File: src/rtl/sm_accumulator_if.sv
`default_nettype none
// ============================================================================
//  Module  : sm_accumulator_if
//  Brief   : Start/operand/result handshake bundle for sm_accumulator.
//  Rev     : 1.0  initial release
// ============================================================================
interface sm_accumulator_if #(
  parameter int IN_WIDTH    = 16,
  parameter int ACC_WIDTH   = 32,
  parameter int COUNT_WIDTH = 10
);
  logic                   start;
  logic [COUNT_WIDTH-1:0] num_terms;
  logic                   in_valid;
  logic [IN_WIDTH-1:0]    in_data;
  logic                   in_ready;
  logic                   out_valid;
  logic                   out_ready;
  logic [ACC_WIDTH-1:0]   out_data;
  logic                   overflow;
  logic                   busy;

  modport master (
    output start, num_terms, in_valid, in_data, out_ready,
    input  in_ready, out_valid, out_data, overflow, busy
  );

  modport slave (
    input  start, num_terms, in_valid, in_data, out_ready,
    output in_ready, out_valid, out_data, overflow, busy
  );
endinterface
`default_nettype wire

File: src/rtl/sm_accumulator.sv
`default_nettype none
// ============================================================================
//  Module  : sm_accumulator
//  Brief   : Streaming sign-magnitude accumulator with magnitude saturation.
//            Optional macro SM_ACC_RELU_EN presents negative sums as +0.
//  Rev     : 1.0  initial release
// ============================================================================
module sm_accumulator #(
  parameter int IN_WIDTH    = 16,
  parameter int ACC_WIDTH   = 32,
  parameter int COUNT_WIDTH = 10
) (
  input  wire logic            clk,
  input  wire logic            rst,
  sm_accumulator_if.slave      bus
);
  localparam int MAG_W = ACC_WIDTH - 1;
  localparam logic [1:0] S_IDLE  = 2'd0;
  localparam logic [1:0] S_ACCUM = 2'd1;
  localparam logic [1:0] S_DONE  = 2'd2;
  localparam logic [MAG_W-1:0] MAG_MAX = '1;

  logic [1:0]             state_q, state_d;
  logic                   acc_neg_q, acc_neg_d;
  logic [MAG_W-1:0]       acc_mag_q, acc_mag_d;
  logic [COUNT_WIDTH-1:0] count_q, count_d;
  logic                   overflow_q, overflow_d;

  logic [MAG_W-1:0]       w_op_mag;
  logic                   w_op_neg;
  logic [MAG_W:0]         w_sum;
  logic [MAG_W-1:0]       w_res_mag;
  logic                   w_res_neg;
  logic                   w_sat;
  logic                   w_accept;

  always_ff @(posedge clk) begin
    if (rst) begin
      state_q    <= S_IDLE;
      acc_neg_q  <= 1'b0;
      acc_mag_q  <= '0;
      count_q    <= '0;
      overflow_q <= 1'b0;
    end else begin
      state_q    <= state_d;
      acc_neg_q  <= acc_neg_d;
      acc_mag_q  <= acc_mag_d;
      count_q    <= count_d;
      overflow_q <= overflow_d;
    end
  end

  // Sign-magnitude add; a -0 operand is folded to +0 so the result never holds -0.
  always_comb begin
    w_op_mag  = MAG_W'(bus.in_data[IN_WIDTH-2:0]);
    w_op_neg  = bus.in_data[IN_WIDTH-1] & (w_op_mag != '0);
    w_sum     = {1'b0, acc_mag_q} + {1'b0, w_op_mag};
    w_sat     = 1'b0;
    w_res_neg = acc_neg_q;
    w_res_mag = acc_mag_q;
    if (w_op_neg == acc_neg_q) begin
      if (w_sum[MAG_W]) begin
        w_res_mag = MAG_MAX;
        w_sat     = 1'b1;
      end else begin
        w_res_mag = w_sum[MAG_W-1:0];
      end
    end else if (acc_mag_q >= w_op_mag) begin
      w_res_mag = acc_mag_q - w_op_mag;
    end else begin
      w_res_mag = w_op_mag - acc_mag_q;
      w_res_neg = w_op_neg;
    end
    if (w_res_mag == '0) begin
      w_res_neg = 1'b0;
    end
  end

  assign w_accept = (state_q == S_ACCUM) & bus.in_valid;

  always_comb begin
    state_d    = state_q;
    acc_neg_d  = acc_neg_q;
    acc_mag_d  = acc_mag_q;
    count_d    = count_q;
    overflow_d = overflow_q;
    case (state_q)
      S_IDLE: begin
        if (bus.start) begin
          acc_neg_d  = 1'b0;
          acc_mag_d  = '0;
          overflow_d = 1'b0;
          count_d    = bus.num_terms;
          state_d    = (bus.num_terms == '0) ? S_DONE : S_ACCUM;
        end
      end
      S_ACCUM: begin
        if (w_accept) begin
          acc_neg_d  = w_res_neg;
          acc_mag_d  = w_res_mag;
          overflow_d = overflow_q | w_sat;
          count_d    = count_q - COUNT_WIDTH'(1);
          if (count_q == COUNT_WIDTH'(1)) begin
            state_d = S_DONE;
          end
        end
      end
      S_DONE: begin
        if (bus.out_ready) begin
          state_d = S_IDLE;
        end
      end
      default: state_d = S_IDLE;
    endcase
  end

  always_comb begin
    bus.in_ready  = (state_q == S_ACCUM);
    bus.out_valid = (state_q == S_DONE);
    bus.busy      = (state_q != S_IDLE);
    bus.overflow  = overflow_q;
`ifdef SM_ACC_RELU_EN
    bus.out_data  = acc_neg_q ? '0 : {acc_neg_q, acc_mag_q};
`else
    bus.out_data  = {acc_neg_q, acc_mag_q};
`endif
  end
endmodule
`default_nettype wire

File: src/flat_wrapper.sv
// flat-port wrapper written by rule: the top's interface ports become plain ports
module sm_accumulator_flat 
#(
  parameter int IN_WIDTH    = 16,
  parameter int ACC_WIDTH   = 32,
  parameter int COUNT_WIDTH = 10
)
  (clk, rst, bus_start, bus_num_terms, bus_in_valid, bus_in_data, bus_out_ready, bus_in_ready, bus_out_valid, bus_out_data, bus_overflow, bus_busy);
  sm_accumulator_if #(.IN_WIDTH(IN_WIDTH), .ACC_WIDTH(ACC_WIDTH), .COUNT_WIDTH(COUNT_WIDTH)) bus_i ();
  input  wire logic clk;
  input  wire logic rst;
  input wire logic [$bits(bus_i.start)-1:0] bus_start;
  input wire logic [$bits(bus_i.num_terms)-1:0] bus_num_terms;
  input wire logic [$bits(bus_i.in_valid)-1:0] bus_in_valid;
  input wire logic [$bits(bus_i.in_data)-1:0] bus_in_data;
  input wire logic [$bits(bus_i.out_ready)-1:0] bus_out_ready;
  output wire logic [$bits(bus_i.in_ready)-1:0] bus_in_ready;
  output wire logic [$bits(bus_i.out_valid)-1:0] bus_out_valid;
  output wire logic [$bits(bus_i.out_data)-1:0] bus_out_data;
  output wire logic [$bits(bus_i.overflow)-1:0] bus_overflow;
  output wire logic [$bits(bus_i.busy)-1:0] bus_busy;
  assign bus_i.start = bus_start;
  assign bus_i.num_terms = bus_num_terms;
  assign bus_i.in_valid = bus_in_valid;
  assign bus_i.in_data = bus_in_data;
  assign bus_i.out_ready = bus_out_ready;
  assign bus_in_ready = bus_i.in_ready;
  assign bus_out_valid = bus_i.out_valid;
  assign bus_out_data = bus_i.out_data;
  assign bus_overflow = bus_i.overflow;
  assign bus_busy = bus_i.busy;
  sm_accumulator #(.IN_WIDTH(IN_WIDTH), .ACC_WIDTH(ACC_WIDTH), .COUNT_WIDTH(COUNT_WIDTH)) u_core (.clk(clk), .rst(rst), .bus(bus_i));
endmodule
File: config.mk
export PLATFORM = sky130hd
export DESIGN_NAME = sm_accumulator_flat
export DESIGN_NICKNAME = d
export VERILOG_FILES = /design/src/rtl/sm_accumulator_if.sv /design/src/rtl/sm_accumulator.sv /design/src/flat_wrapper.sv
export SDC_FILE = /design/constraint.sdc
export NUM_CORES = 1
export LEC_CHECK = 0
export CAP_MARGIN = 5
export CELL_PAD_IN_SITES_DETAIL_PLACEMENT = 1
export CELL_PAD_IN_SITES_GLOBAL_PLACEMENT = 1
export CORE_AREA = 4 4 122 124
export DETAILED_ROUTE_END_ITERATION = 8
export DIE_AREA = 0 0 126 128
export GPL_TIMING_DRIVEN = 0
export HOLD_SLACK_MARGIN = 0.15
export PLACE_DENSITY_LB_ADDON = 0.1
export SYNTH_ARGS = -nofsm -noshare
export SYNTH_HDL_FRONTEND = slang
export SYNTH_SLANG_ARGS = --single-unit
File: constraint.sdc
create_clock -name clk -period 7.08 [get_ports clk]
set_input_delay 0.708 -clock clk [delete_from_list [all_inputs] [get_ports clk]]
set_output_delay 0.708 -clock clk [all_outputs]
set_load 0.1 [all_outputs]
Figure 1. Met1 routing.
Scale bar: 50 µm. Supply wires on this layer in grey.
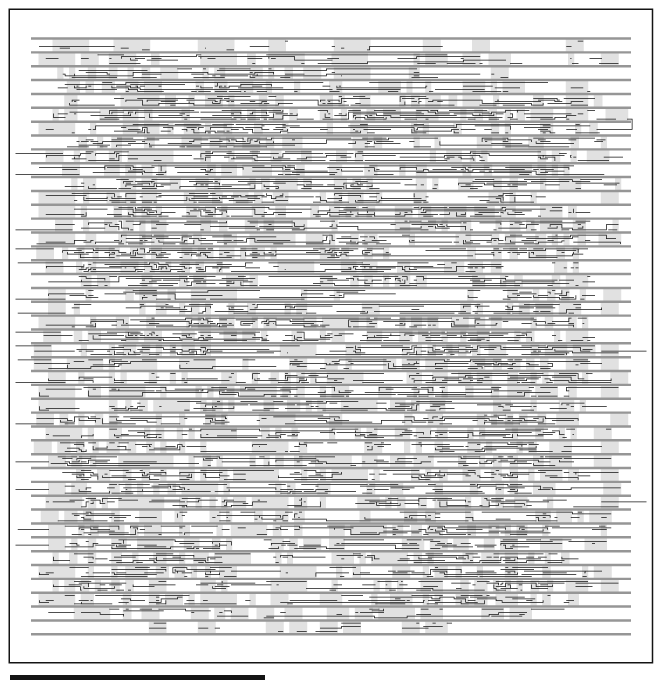
main direction: horizontal
wire length on this layer: 10600 µm
met1 layer usage reported by global route: 40.0%
Total Routed Length: 24100 µm
via total after detailed routing: 6659

Figure 2. Track usage over the die.
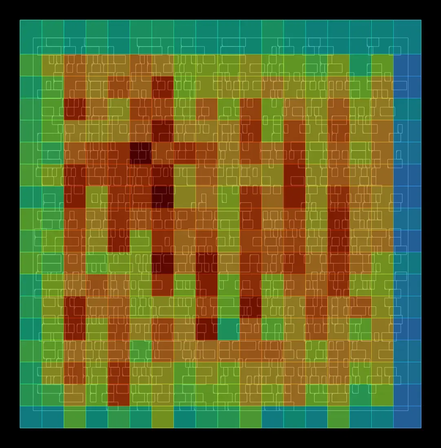
met3 capacity usage during global routing: 3.42%
layer carrying the most global-route usage: met2
WL/cell: 23.3 µm

==> results_tabular.tex <==
% Auto-generated results table
\begin{tabular}{lr}
\hline
Metric & Value \\
\hline
\multicolumn{2}{l}{\textbf{Synth}} \\
\quad Yosys Chip Area & 0.00546 mm² \\
\quad FF+latch count, synth & 45 \\
\quad Synth area leader & sky130\_fd\_sc\_hd\_\_dfxtp\_1 \\
\quad Count of synthesis-stage warnings from yosys & 0 \\
\quad Top cells by area & sky130\_fd\_sc\_hd\_\_dfxtp\_1, sky130\_fd\_sc\_hd\_\_ha\_1, sky130\_fd\_sc\_hd\_\_a21oi\_1, sky130\_fd\_sc\_hd\_\_nor2\_1, sky130\_fd\_sc\_hd\_\_o21ai\_0 \\
\multicolumn{2}{l}{\textbf{Final layout}} \\
\quad Non-clk invs & 55 \\
\quad Final sequential cell count & 45 \\
\quad Layout Cells excl Fill & 1035 \\
\quad Leading cell type in the layout, fill and taps excluded & sky130\_fd\_sc\_hd\_\_nor2\_1 \\
\quad Number of clock-tree buffers in the layout & 5 \\
\multicolumn{2}{l}{\textbf{Worst setup path}} \\
\quad Most used cell, CP & sky130\_fd\_sc\_hd\_\_a21oi\_1 \\
\quad Endpoint of the most critical setup path & u\_core.acc\_neg\_q \\
\quad Start point of the critical path & bus\_in\_data[7] \\
\quad Reg2Reg Depth & 13 \\
\quad Highest-delay cell along the critical path & sky130\_fd\_sc\_hd\_\_a21oi\_1 \\
\multicolumn{2}{l}{\textbf{Pwr}} \\
\quad Lkg Pwr & 2.61 nW \\
\quad Peak supply drop & 0.123 mV \\
\multicolumn{2}{l}{\textbf{Final timing}} \\
\quad Final count of pins violating max slew & 0 \\
\quad Number of endpoints failing setup at the final stage & 0 \\
\quad Min Hold Slack & 0.504 ns \\
\quad Relative slew slack & 31.4\% \\
\quad Worst Tran Pin Value & 1.02 ns \\
\multicolumn{2}{l}{\textbf{Clocking}} \\
\quad Clock tree buffer depth & 2 \\
\quad Clock tree from TritonCTS & built \\
\multicolumn{2}{l}{\textbf{Detailed routing}} \\
\quad Detailed route wirelength on metal3 & 1610 µm \\
\quad Highest Signal Layer & met4 \\
\quad Detailed-routed wire length on met2 & 11100 µm \\
\multicolumn{2}{l}{\textbf{Min path}} \\
\quad Hold Path Sink & u\_core.count\_q[9] \\
\quad Class of the worst hold path & reg2reg \\
\multicolumn{2}{l}{\textbf{Floorplan}} \\
\quad Starting Density & 39.7\% \\
\quad Die x size & 126 µm \\
\multicolumn{2}{l}{\textbf{Job}} \\
\quad Maxcap violations & 0 \\
\multicolumn{2}{l}{\textbf{Placed design}} \\
\quad RD Place Congestion & 0.928 \\
\quad Half-perimeter wire length after detailed placement & 18600 µm \\
\quad Placement Cell Area & 0.00634 mm² \\
\multicolumn{2}{l}{\textbf{GRT}} \\
\quad Vias in the first global route & 6733 \\
\multicolumn{2}{l}{\textbf{Outcome}} \\
\quad Run status & finished clean \\
\hline
\end{tabular}
[cell families (layout without fill, tap and decap cells)]
kind of cell,count (synthesis),after routing,synth area share (%)
buf+inv,106,180,7.88
compound gates,271,271,33.2
flops,45,45,16.5
mux,9,9,1.69
fa+ha+maj,53,53,12.5
xor+xnor,12,12,1.92
simple gates,285,285,26.3
[power by group through the flow]
| stage | sequential, mW | clock, mW | combinational, mW |
|---|---|---|---|
| finish | 0.298 | 0.284 | 0.803 |
| global route | 0.301 | 0.299 | 0.855 |
| floorplan | 0.370 | 0 | 0.467 |
| CTS | 0.297 | 0.290 | 0.782 |
| detailed placement | 0.303 | 0 | 0.776 |
| global placement | 0.302 | 0 | 0.764 |
Power figures rest on the tool's default switching activity, not on a simulated workload.
